===== src/rtl/pwm_bank_pkg.sv =====
// pwm_bank_pkg
// Shared constants for the PWM bank peripheral: Avalon-MM word addresses
// of the register map and bit positions inside CTRL and STATUS.
package pwm_bank_pkg;

  localparam logic [4:0] ADDR_CTRL     = 5'd0;
  localparam logic [4:0] ADDR_PERIOD   = 5'd1;
  localparam logic [4:0] ADDR_PRESCALE = 5'd2;
  localparam logic [4:0] ADDR_POLARITY = 5'd3;
  localparam logic [4:0] ADDR_STATUS   = 5'd4;
  localparam logic [4:0] ADDR_DUTY0    = 5'd8;

  localparam int CTRL_EN_BIT     = 0;
  localparam int CTRL_IRQ_EN_BIT = 1;

  localparam int STATUS_WRAP_BIT = 0;

endpackage


===== src/rtl/pwm_channel.sv =====
// pwm_channel
// One PWM output: double-buffered duty register, compare against the shared
// period counter, polarity inversion and the output flop.
//   clk, reset_n : clock, asynchronous active-low reset
//   en           : bank enable; when low the output drives the inactive level
//   load         : copy duty shadow into the active copy this cycle
//   duty_we      : bus write strobe for this channel's duty shadow
//   wdata        : duty value from the bus (already truncated to CNT_W)
//   cnt_p0       : shared period counter
//   pol          : 1 = inverted output
//   duty_sh      : shadow value, for bus readback
//   pwm          : registered PWM output
module pwm_channel #(
  parameter int CNT_W = 16
) (
  input  logic             clk,
  input  logic             reset_n,
  input  logic             en,
  input  logic             load,
  input  logic             duty_we,
  input  logic [CNT_W-1:0] wdata,
  input  logic [CNT_W-1:0] cnt_p0,
  input  logic             pol,
  output logic [CNT_W-1:0] duty_sh,
  output logic             pwm
);

  logic [CNT_W-1:0] duty_act;

  always_ff @(posedge clk or negedge reset_n) begin
    if (!reset_n) begin
      duty_sh  <= '0;
      duty_act <= '0;
      pwm      <= 1'b0;
    end else begin
      if (duty_we) duty_sh <= wdata;
      // A shadow write coinciding with a load is picked up at the next load.
      if (load) duty_act <= duty_sh;
      // ---- stage p0 (counter state) -> p1 (registered output) ----
      pwm <= en ? ((cnt_p0 < duty_act) ^ pol) : pol;
    end
  end

endmodule


===== src/rtl/pwm_bank_avmm.sv =====
// pwm_bank_avmm
// Multi-channel edge-aligned PWM bank with an Avalon-MM slave port.
// One prescaler and one period counter are shared by all channels; PERIOD
// and DUTY writes land in shadow registers and are copied to the active
// registers on each period wrap or continuously while disabled.
//   clk, reset_n   : clock, asynchronous active-low reset
//   avs_address    : word address
//   avs_write      : write strobe, avs_writedata is the write data
//   avs_read       : read strobe, avs_readdata valid one cycle later
//   irq            : level interrupt, WRAP & IRQ_EN
//   pwm_export     : registered PWM outputs
module pwm_bank_avmm
  import pwm_bank_pkg::*;
#(
  parameter int CHANNELS = 8,
  parameter int CNT_W    = 16,
  parameter int PRESC_W  = 16
) (
  input  logic                clk,
  input  logic                reset_n,
  input  logic [4:0]          avs_address,
  input  logic                avs_write,
  input  logic [31:0]         avs_writedata,
  input  logic                avs_read,
  output logic [31:0]         avs_readdata,
  output logic                irq,
  output logic [CHANNELS-1:0] pwm_export
);

  logic                en;
  logic                irq_en;
  logic [CNT_W-1:0]    period_sh;
  logic [CNT_W-1:0]    period_act;
  logic [PRESC_W-1:0]  presc;
  logic [CHANNELS-1:0] polarity;
  logic                wrap_sts;
  logic [PRESC_W-1:0]  psc_p0;
  logic [CNT_W-1:0]    cnt_p0;

  logic                tick;
  logic                wrap_evt;
  logic                load_act;
  logic                wr_ctrl, wr_period, wr_presc, wr_pol, wr_status;
  logic [CHANNELS-1:0] duty_we;
  logic [CNT_W-1:0]    duty_sh [CHANNELS];
  logic [31:0]         rd_mux;
  logic                unused_wdata;

  // Upper write-data bits beyond each field are intentionally dropped.
  assign unused_wdata = ^avs_writedata;

  assign wr_ctrl   = avs_write && (avs_address == ADDR_CTRL);
  assign wr_period = avs_write && (avs_address == ADDR_PERIOD);
  assign wr_presc  = avs_write && (avs_address == ADDR_PRESCALE);
  assign wr_pol    = avs_write && (avs_address == ADDR_POLARITY);
  assign wr_status = avs_write && (avs_address == ADDR_STATUS);

  assign tick     = en && (psc_p0 == presc);
  assign wrap_evt = tick && (cnt_p0 == period_act);
  assign load_act = !en || wrap_evt;

  assign irq = wrap_sts & irq_en;

  always_comb begin
    rd_mux = '0;
    case (avs_address)
      ADDR_CTRL: begin
        rd_mux[CTRL_EN_BIT]     = en;
        rd_mux[CTRL_IRQ_EN_BIT] = irq_en;
      end
      ADDR_PERIOD:   rd_mux[CNT_W-1:0]    = period_sh;
      ADDR_PRESCALE: rd_mux[PRESC_W-1:0]  = presc;
      ADDR_POLARITY: rd_mux[CHANNELS-1:0] = polarity;
      ADDR_STATUS:   rd_mux[STATUS_WRAP_BIT] = wrap_sts;
      default: ;
    endcase
    for (int i = 0; i < CHANNELS; i++) begin
      if (avs_address == ADDR_DUTY0 + 5'(i)) rd_mux[CNT_W-1:0] = duty_sh[i];
    end
  end

  always_ff @(posedge clk or negedge reset_n) begin
    if (!reset_n) begin
      en           <= 1'b0;
      irq_en       <= 1'b0;
      period_sh    <= '1;
      period_act   <= '1;
      presc        <= '0;
      polarity     <= '0;
      wrap_sts     <= 1'b0;
      psc_p0       <= '0;
      cnt_p0       <= '0;
      avs_readdata <= '0;
    end else begin
      if (wr_ctrl) begin
        en     <= avs_writedata[CTRL_EN_BIT];
        irq_en <= avs_writedata[CTRL_IRQ_EN_BIT];
      end
      if (wr_period) period_sh <= avs_writedata[CNT_W-1:0];
      if (wr_presc)  presc     <= avs_writedata[PRESC_W-1:0];
      if (wr_pol)    polarity  <= avs_writedata[CHANNELS-1:0];
      if (load_act)  period_act <= period_sh;

      // A wrap in the same cycle as a software clear keeps WRAP set.
      if (wrap_evt) wrap_sts <= 1'b1;
      else if (wr_status && avs_writedata[STATUS_WRAP_BIT]) wrap_sts <= 1'b0;

      // ---- stage p0: prescaler and period counter ----
      if (!en) begin
        psc_p0 <= '0;
        cnt_p0 <= '0;
      end else begin
        psc_p0 <= tick ? '0 : psc_p0 + 1'b1;
        if (tick) cnt_p0 <= (cnt_p0 == period_act) ? '0 : cnt_p0 + 1'b1;
      end

      if (avs_read) avs_readdata <= rd_mux;
    end
  end

  for (genvar g = 0; g < CHANNELS; g++) begin : g_ch
    assign duty_we[g] = avs_write && (avs_address == ADDR_DUTY0 + 5'(g));

    pwm_channel #(
      .CNT_W (CNT_W)
    ) u_ch (
      .clk     (clk),
      .reset_n (reset_n),
      .en      (en),
      .load    (load_act),
      .duty_we (duty_we[g]),
      .wdata   (avs_writedata[CNT_W-1:0]),
      .cnt_p0  (cnt_p0),
      .pol     (polarity[g]),
      .duty_sh (duty_sh[g]),
      .pwm     (pwm_export[g])
    );
  end

endmodule


===== config.mk =====
export PLATFORM = sky130hd
export DESIGN_NAME = pwm_bank_avmm
export DESIGN_NICKNAME = d
export VERILOG_FILES = /design/src/rtl/pwm_bank_pkg.sv /design/src/rtl/pwm_channel.sv /design/src/rtl/pwm_bank_avmm.sv
export SDC_FILE = /design/constraint.sdc
export NUM_CORES = 1
export LEC_CHECK = 0
export CAP_MARGIN = 20
export CORE_UTILIZATION = 45
export DETAILED_ROUTE_END_ITERATION = 8
export GPL_ROUTABILITY_DRIVEN = 0
export GPL_TIMING_DRIVEN = 0
export HOLD_SLACK_MARGIN = 0.05
export REMOVE_ABC_BUFFERS = 1
export SLEW_MARGIN = 20
export SYNTH_ARGS = -nofsm -noshare
export SYNTH_HDL_FRONTEND = slang
export SYNTH_HIERARCHICAL = 1
export SYNTH_SLANG_ARGS = --single-unit

===== constraint.sdc =====
create_clock -name clk -period 2.8 [get_ports clk]
set_clock_uncertainty 0.05 [all_clocks]
set_input_delay 0.84 -clock clk [delete_from_list [all_inputs] [get_ports clk]]
set_output_delay 0.84 -clock clk [all_outputs]
set_load 0.02 [all_outputs]

**Run 1: power grid**

Pins as bars on the die edge.
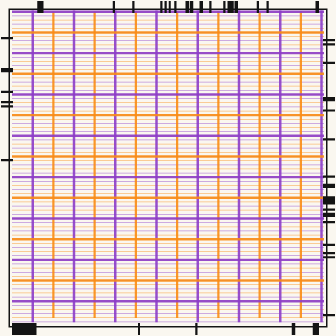
[VDD] orange
[VSS] purple
signal pins: 82
rows: 75
met4 straps: 15
Peak VDD IR: 363 µV
Core Region: 41,900 µm²
die height: 208 µm

**Run 1: placed cells, one colour a class**

Scale bar: 50 µm.
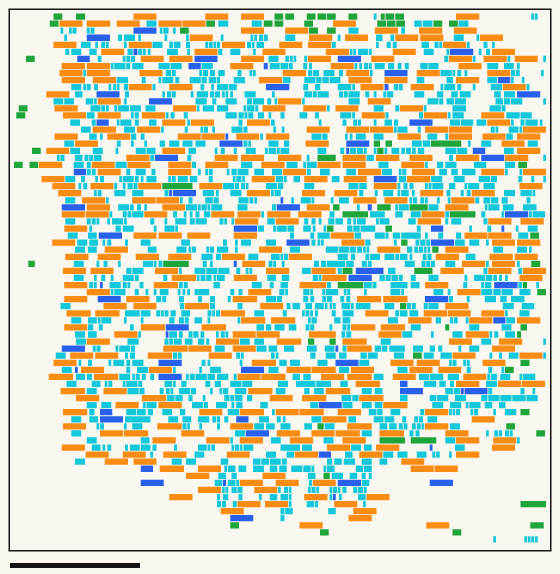
[registers] orange | cells: 371 | share of their area: 44%
[remaining logic cells] cyan | cells: 1,317 | share of their area: 45%
[clock drivers and dummy loads] blue | cells: 75 | share of their area: 6.4%
[remaining buffers and delay cells] green | cells: 76 | share of their area: 4.3%
# rows: 75
final core occ: 52.1%
cell area after layout: 21,800 µm²
Seq area share: 42.9%

==> results_slide.txt, run 1 <==
Key Metrics from the Run

Power and ir drop
  • P_comb: 0.00369 W
  • Max power group: registers
  • Internal power: 0.0114 W
  • Pwr dens: 755 nW/µm²
  • Pleak: 9.84 nW
  • Switch share: 30.9%
  • Logic pwr share: 22.4%
  • Sw Pwr: 0.00508 W

STA
  • Setup violators final: 1
  • WHS: 0.0995 ns
  • Crit share post-route: 101%
  • RSZ-0062 raised after global routing: yes
  • Min cycle time layout: 2.83 ns
  • Fin. Hold Viols: 0
  • FMAX: 354 MHz
  • Sum Neg Setup Slack: -0.0265 ns
  • Final worst slack: -0.0265 ns

Global routing
  • Total track usage: 25.6%
  • Met2 GRT Util: 39.9%
  • Global Route met1 Usage: 36.6%
  • First-pass GRT wire length: 84.0 mm
  • Largest net degree at the start of global routing: 100
  • M3 GR Usage: 2.78%
  • Vias in the first global route: 13,719

Synth
  • Xor and xnor area share after synthesis: 2.39%
  • Yosys aoi share: 12.1%
  • Max-area cell share: 44.5%
  • Post-Syn Area: 19,100 µm²
  • MUX area fraction: 12.6%
  • Fraction of the mapped netlist area in adder cells: 8.00%
  • YS chip area: 19,100 µm²
  • EDFF count, synth: 0
  • Yosys Instances: 1,771
  • Post-synth regs: 371
  • Main flop type: dfrtp_1
  • Cells after Synth: 1,771
  • Top non-seq family: multiplexers
  • Avg Cell Area, Syn: 10.8 µm²
  • Ys async rst share: 100%
  • Synth cell count leaders: dfrtp_1, nand2_1, mux2_1

Layout
  • Fin nets: 1,970
  • # diodes: 0
  • Final-layout clock buffer total: 69
  • Logic share of the area: 41.4%
  • Non-filler instance count after layout: 2,378
  • Multi-input gates: 1,187
  • Clock-cell share: 6.21%
  • Multi-input gate area: 9010 µm²

Route
  • Iteration-0 DRC count of the detailed router: 990
  • Drt total wl: 54.2 mm
  • DRC viols: 0
  • Vias per std cell: 5.81

Setup path
  • Reg2reg start: cnt_p0[4]$_DFFE_PN0P_
  • Critical Path Max Stage Delay: 0.58 ns
  • Crit path required time: 3.23 ns
  • Reg2reg path depth: 8
  • CP bufs+invs: 2
  • Kind of start point of the critical path: primary input
  • CP arrival: 3.26 ns
  • Crit-path max FO: 25

Clock tree
  • Root buffer cell: clkbuf_16
  • Clk slew on worst S/H paths: 0.06 ns

Floorplanning
  • Fp util: 45.6%
  • Die area: 43,200 µm²
  • Die Wd: 208 µm
  • Tap Cells: 539
  • Num ports: 82

Place
  • IO Port Bufs: 49
  • Pre-CTS WS: -2.22 ns

Status
  • Failing checks: setup timing
  • Status: complete, but fails checks

Job
  • Tally of OpenROAD warnings: 42
  • Max Cap Violations: 0
**Run 1: clock network drawn from the DEF**

Scale bar: 50 µm.
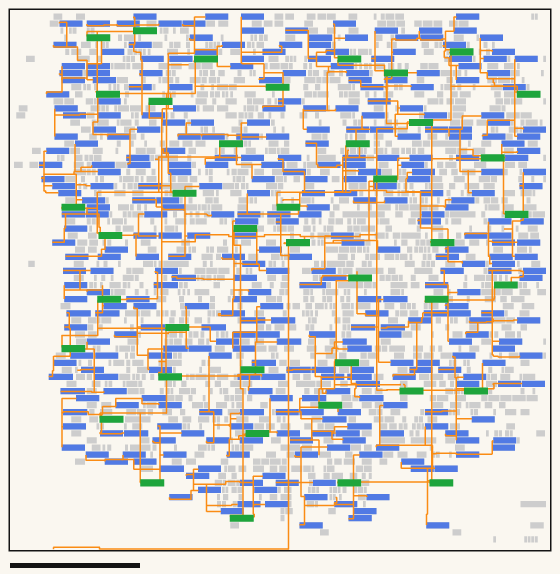
[clock wires] orange | length: 5,160 µm
[clock-net drivers] green | count: 41
[flip-flops] blue | count: 371
routed clock nets: 42
flops lie: spread over the die
clk latency late pin: 0.58 ns
clock network power share: 33.2%

-- run 1: cells in the final DEF (no fill, tap or decap), drive strengths merged, types with 17 or more instances in the layout --
cell and instances:
nand4 29, nor2 55, buf 29, inv 130, a221oi 23, clkdlybuf4s50 42, xor2 27, o21ai 171
a21oi 72, dfrtp 339, clkbuf 72, nand2b 29, dfstp 32, nand3 40, mux2 198, mux2i 17
ha 122, xnor2 25, nand2 192
-- run 1: repair_timing --
item	4_1_cts	5_1_grt
cloned	5	0
setup buffers	14	2
hold endpoints to repair	0	0
gates resized	58	11
pin swaps	6	2
endpoints found under the setup margin	345	166
-- run 1: kinds of logic after synthesis --
family / after synthesis
fa+ha+maj: 122
buf+inv: 230
other cells: 1
simple gates: 409
xor+xnor: 52
flops: 371
mux: 215
compound gates: 371
-- run 1: path summary, 6_finish.rpt --
path,endpoint,slack (ns)
setup reg to reg,period_act[8]$_DFFE_PN1P_,0.05
hold reg to reg,g_ch[7].u_ch/duty_act[7]$_DFFE_PN0P_,0.45
max in group asynchronous,period_sh[13]$_DFFE_PN1P_,1.37
hold / removal,g_ch[2].u_ch/pwm$_DFF_PN0_,0.1
min in group clk,g_ch[7].u_ch/duty_act[7]$_DFFE_PN0P_,0.45
setup / recovery,avs_readdata[8]$_DFFE_PN0P_,-0.03
-- run 1: sequential cells by signal (all words and copies together), names as in the netlist --
signal,count
period_act,16
period_sh,16
presc,16
en,1
wrap_sts,1
psc_p0,16
cnt_p0,16
g_ch.u_ch/duty_act,128
g_ch.u_ch/pwm,8
g_ch.u_ch/duty_sh,128
irq_en,1
avs_readdata,16
polarity,8
-- run 1: metal layers --
metal | vias up | wire, µm
met5 | - | 0
met4 | 0 | 2000
met3 | 101 | 2640
met2 | 399 | 24600
met1 | 7003 | 25000
li1 | 6313 | -
==> inputs of run 2 (changes only) <==
--- a/config.mk
+++ b/config.mk
@@ -11,8 +11,9 @@
 export GPL_ROUTABILITY_DRIVEN = 0
 export GPL_TIMING_DRIVEN = 0
 export HOLD_SLACK_MARGIN = 0.05
+export PLACE_DENSITY = 0.66
 export REMOVE_ABC_BUFFERS = 1
-export SLEW_MARGIN = 20
+export SLEW_MARGIN = 40
 export SYNTH_ARGS = -nofsm -noshare
 export SYNTH_HDL_FRONTEND = slang
 export SYNTH_HIERARCHICAL = 1
==> run 2 against run 1 <==
- largest power group unchanged
- the run now ends clean
- wire length down 1.8%
- synthesized area unchanged
- sequential cell count unchanged
- hold slack improved by 0.032 ns
- synthesized cell count did not move
- worst setup slack improved by 0.13 ns
==> results_slide.txt, run 2 <==
Key Metrics from the Run

Synth
  • Max-area cell share: 44.5% (unchanged)
  • Avg Cell Area, Syn: 10.8 µm² (unchanged)
  • Post-synth regs: 371 (unchanged)
  • Cells after Synth: 1,771 (unchanged)
  • Ys async rst share: 100% (unchanged)
  • Main flop type: dfrtp_1
  • EDFF count, synth: 0 (unchanged)
  • Post-Syn Area: 19,100 µm² (unchanged)
  • YS chip area: 19,100 µm² (unchanged)
  • Synth cell count leaders: dfrtp_1, nand2_1, mux2_1
  • Yosys Instances: 1,771 (unchanged)
  • Most frequent cell after synthesis: dfrtp_1

STA
  • Sum Neg Setup Slack: 0 ns (+0.0265 ns)
  • RSZ-0062 raised after global routing: no
  • Final worst slack: 0.102 ns (+0.128 ns)
  • Setup violators final: 0 (-1)
  • Min cycle time layout: 2.70 ns (-0.128 ns)
  • WHS: 0.132 ns (+0.0325 ns)
  • Fin. Hold Viols: 0 (unchanged)
  • Crit share post-route: 96.4% (-4.6 points)
  • FMAX: 371 MHz (+4.8%)

Layout
  • # diodes: 0 (unchanged)
  • Final core occ: 51.9% (-0.22 points)
  • Fin nets: 1,970 (unchanged)
  • Multi-input gates: 1,187 (unchanged)
  • Largest regs: g_ch.u_ch/duty_act: 128 flops, g_ch.u_ch/duty_sh: 128 flops
  • Commonest Layout Cell: dfrtp_1
  • Final-layout clock buffer total: 59 (-14%)
  • Top cells excl fill/tap: dfrtp_1, nand2_1, mux2_1
  • Logic share of the area: 41.4% (about the same)
  • Cell area after layout: 21,700 µm² (-0.41%)
  • Flip-flops: 371
  • Multi-input gate area: 8980 µm² (-0.37%)
  • Non-filler instance count after layout: 2,374 (-0.17%)
  • Seq area share: 43.1% (+0.15 points)

Power and ir drop
  • Pwr dens: 750 nW/µm² (-0.62%)
  • Internal power: 0.0112 W (-1.0%)
  • Switch share: 30.9% (about the same)
  • Pleak: 9.81 nW (-0.32%)
  • Sw Pwr: 0.00503 W (-1.0%)
  • Logic pwr share: 22.7% (+0.3 points)

Clock tree
  • Clk slew on worst S/H paths: 0.06 ns (about the same)
  • Cts hold-fix bufs: 0
  • H-tree levels: 2
  • Clk sink count: 371
  • Post-CTS sizing: 28 (-52%)
  • TritonCTS clock tree: done
  • Root buffer cell: clkbuf_16
  • Post-CTS Repair Setup Buffers: 12 (-2)

Global routing
  • First-pass GRT wire length: 81.5 mm (-3.0%)
  • Global Route met1 Usage: 34.8% (-1.8 points)
  • Largest net degree at the start of global routing: 77 (-23%)
  • Total track usage: 24.5% (-1.1 points)
  • M3 GR Usage: 3.22% (+0.44 points)
  • Vias in the first global route: 13,699 (-0.15%)

Route
  • DRC viols: 0 (unchanged)
  • Iteration-0 DRC count of the detailed router: 1,191 (+20%)
  • Max Used Layer: met4
  • Routed wl met2: 24.4 mm (-0.84%)
  • M1 WL: 24.1 mm (-3.8%)
  • Drt total wl: 53.2 mm (-1.8%)
  • Wire length on met3: 3.01 mm (+14%)
  • Vias per std cell: 5.84 (+0.49%)

Floorplanning
  • # rows: 75 (unchanged)
  • Core Region: 41,900 µm² (unchanged)
  • Fp util: 45.6% (unchanged)
  • Tap Cells: 539 (unchanged)
  • Die area: 43,200 µm² (unchanged)
  • Num ports: 82 (unchanged)

Setup path
  • Worst Setup SP: avs_address[2]
  • R2r setup slk: 0.16 ns (+0.11 ns)
  • Reg2reg start: cnt_p0[10]$_DFFE_PN0P_
  • Kind of start point of the critical path: primary input
  • Crit path required time: 3.15 ns (-0.08 ns)
  • Reg2reg path depth: 8 (unchanged)
  • Reg-to-reg endpoint: g_ch[0].u_ch/duty_act[0]$_DFFE_PN0P_
  • CP Capture Point: avs_readdata[10]$_DFFE_PN0P_
  • CP bufs+invs: 1 (-1)
  • Critical Path Max Stage Delay: 0.48 ns (-0.10 ns)

Status
  • Status: complete, no violations

Min path
  • Worst hold-check path type: primary input to async pin

Job
  • Tally of OpenROAD warnings: 41 (-2.4%)
  • Max Cap Violations: 0 (unchanged)

Place
  • Pre-CTS WS: -1.74 ns (+0.482 ns)
  • Placed cell count: 2,284
  • IO Port Bufs: 49 (unchanged)
  • Placed Area: 20,100 µm²
  • DP Wirelength: 35.0 mm
[run 2: cells by family after synthesis]
| logic type | after synthesis | share of synthesized area, % |
|---|---|---|
| flip-flops | 371 | 48.9 |
| AND/OR/NAND/NOR | 409 | 10.9 |
| multiplexers | 215 | 12.6 |
| adder cells (fa/ha/maj) | 122 | 8.00 |
| XOR/XNOR | 52 | 2.39 |
| other | 1 | 0.0197 |
| buffers and inverters | 230 | 5.16 |
| AND-OR/OR-AND | 371 | 12.1 |
[run 2: power by group through the flow]
| stage | sequential, W | clock [W] | combinational [W] |
|---|---|---|---|
| floorplan | 0.00720 | 0 | 0.00228 |
| global placement | 0.00735 | 0 | 0.00332 |
| detailed placement | 0.00736 | 0 | 0.00349 |
| CTS | 0.00727 | 0.00536 | 0.00360 |
| global route | 0.00742 | 0.00559 | 0.00408 |
| finish | 0.00728 | 0.00530 | 0.00369 |
[run 2: worst min path at each step]
stage / from / to / slack, ns / depth (start not counted)
final: reset_n / g_ch[1].u_ch/duty_sh[10]$_DFFE_PN0P_ / 0.13 / 1
after global routing: reset_n / g_ch[1].u_ch/duty_sh[10]$_DFFE_PN0P_ / 0.14 / 1
after CTS: reset_n / presc[10]$_DFFE_PN0P_ / 0.13 / 1
after detailed placement: g_ch[7].u_ch/duty_sh[3]$_DFFE_PN0P_ / g_ch[7].u_ch/duty_act[3]$_DFFE_PN0P_ / 0.44 / 2
after global placement: g_ch[7].u_ch/duty_sh[3]$_DFFE_PN0P_ / g_ch[7].u_ch/duty_act[3]$_DFFE_PN0P_ / 0.43 / 2
after floorplan: polarity[1]$_DFFE_PN0P_ / g_ch[1].u_ch/pwm$_DFF_PN0_ / 0.41 / 1
**Run 2: clock network drawn from the DEF**

Scale bar: 50 µm.
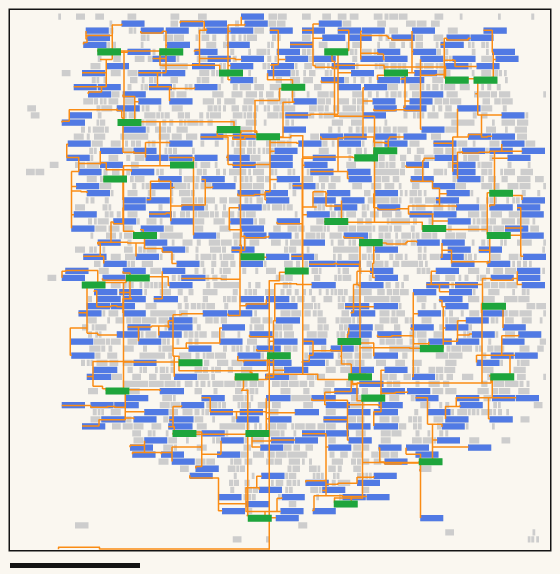
[flip-flops] blue | count: 371
[clock-net drivers] green | count: 40
[clock wires] orange | length: 4,770 µm
routed clock nets: 41
clock network power share: 32.5%
clk pwr: 0.00530 W
clk latency late pin: 0.55 ns

**Run 2: power grid**

Pins as bars on the die edge.
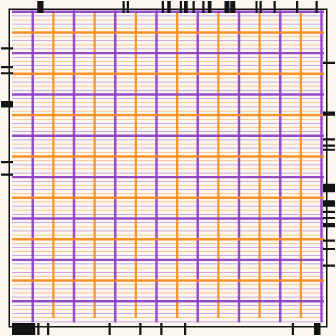
Die Wd: 208 µm
Peak VDD IR: 371 µV

**Run 2: routed metal, one colour a layer**

Only two layers are drawn.
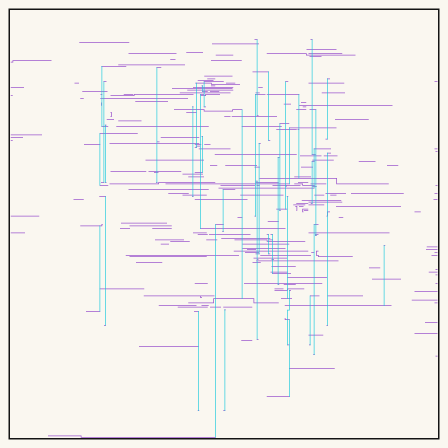
[M4] cyan | wire length: 1,800 µm
[M3] purple | wire length: 3,010 µm
total number of vias: 13,861
Routed WL per cell: 22.4 µm

Power figures rest on the tool's default switching activity, not on a simulated workload.
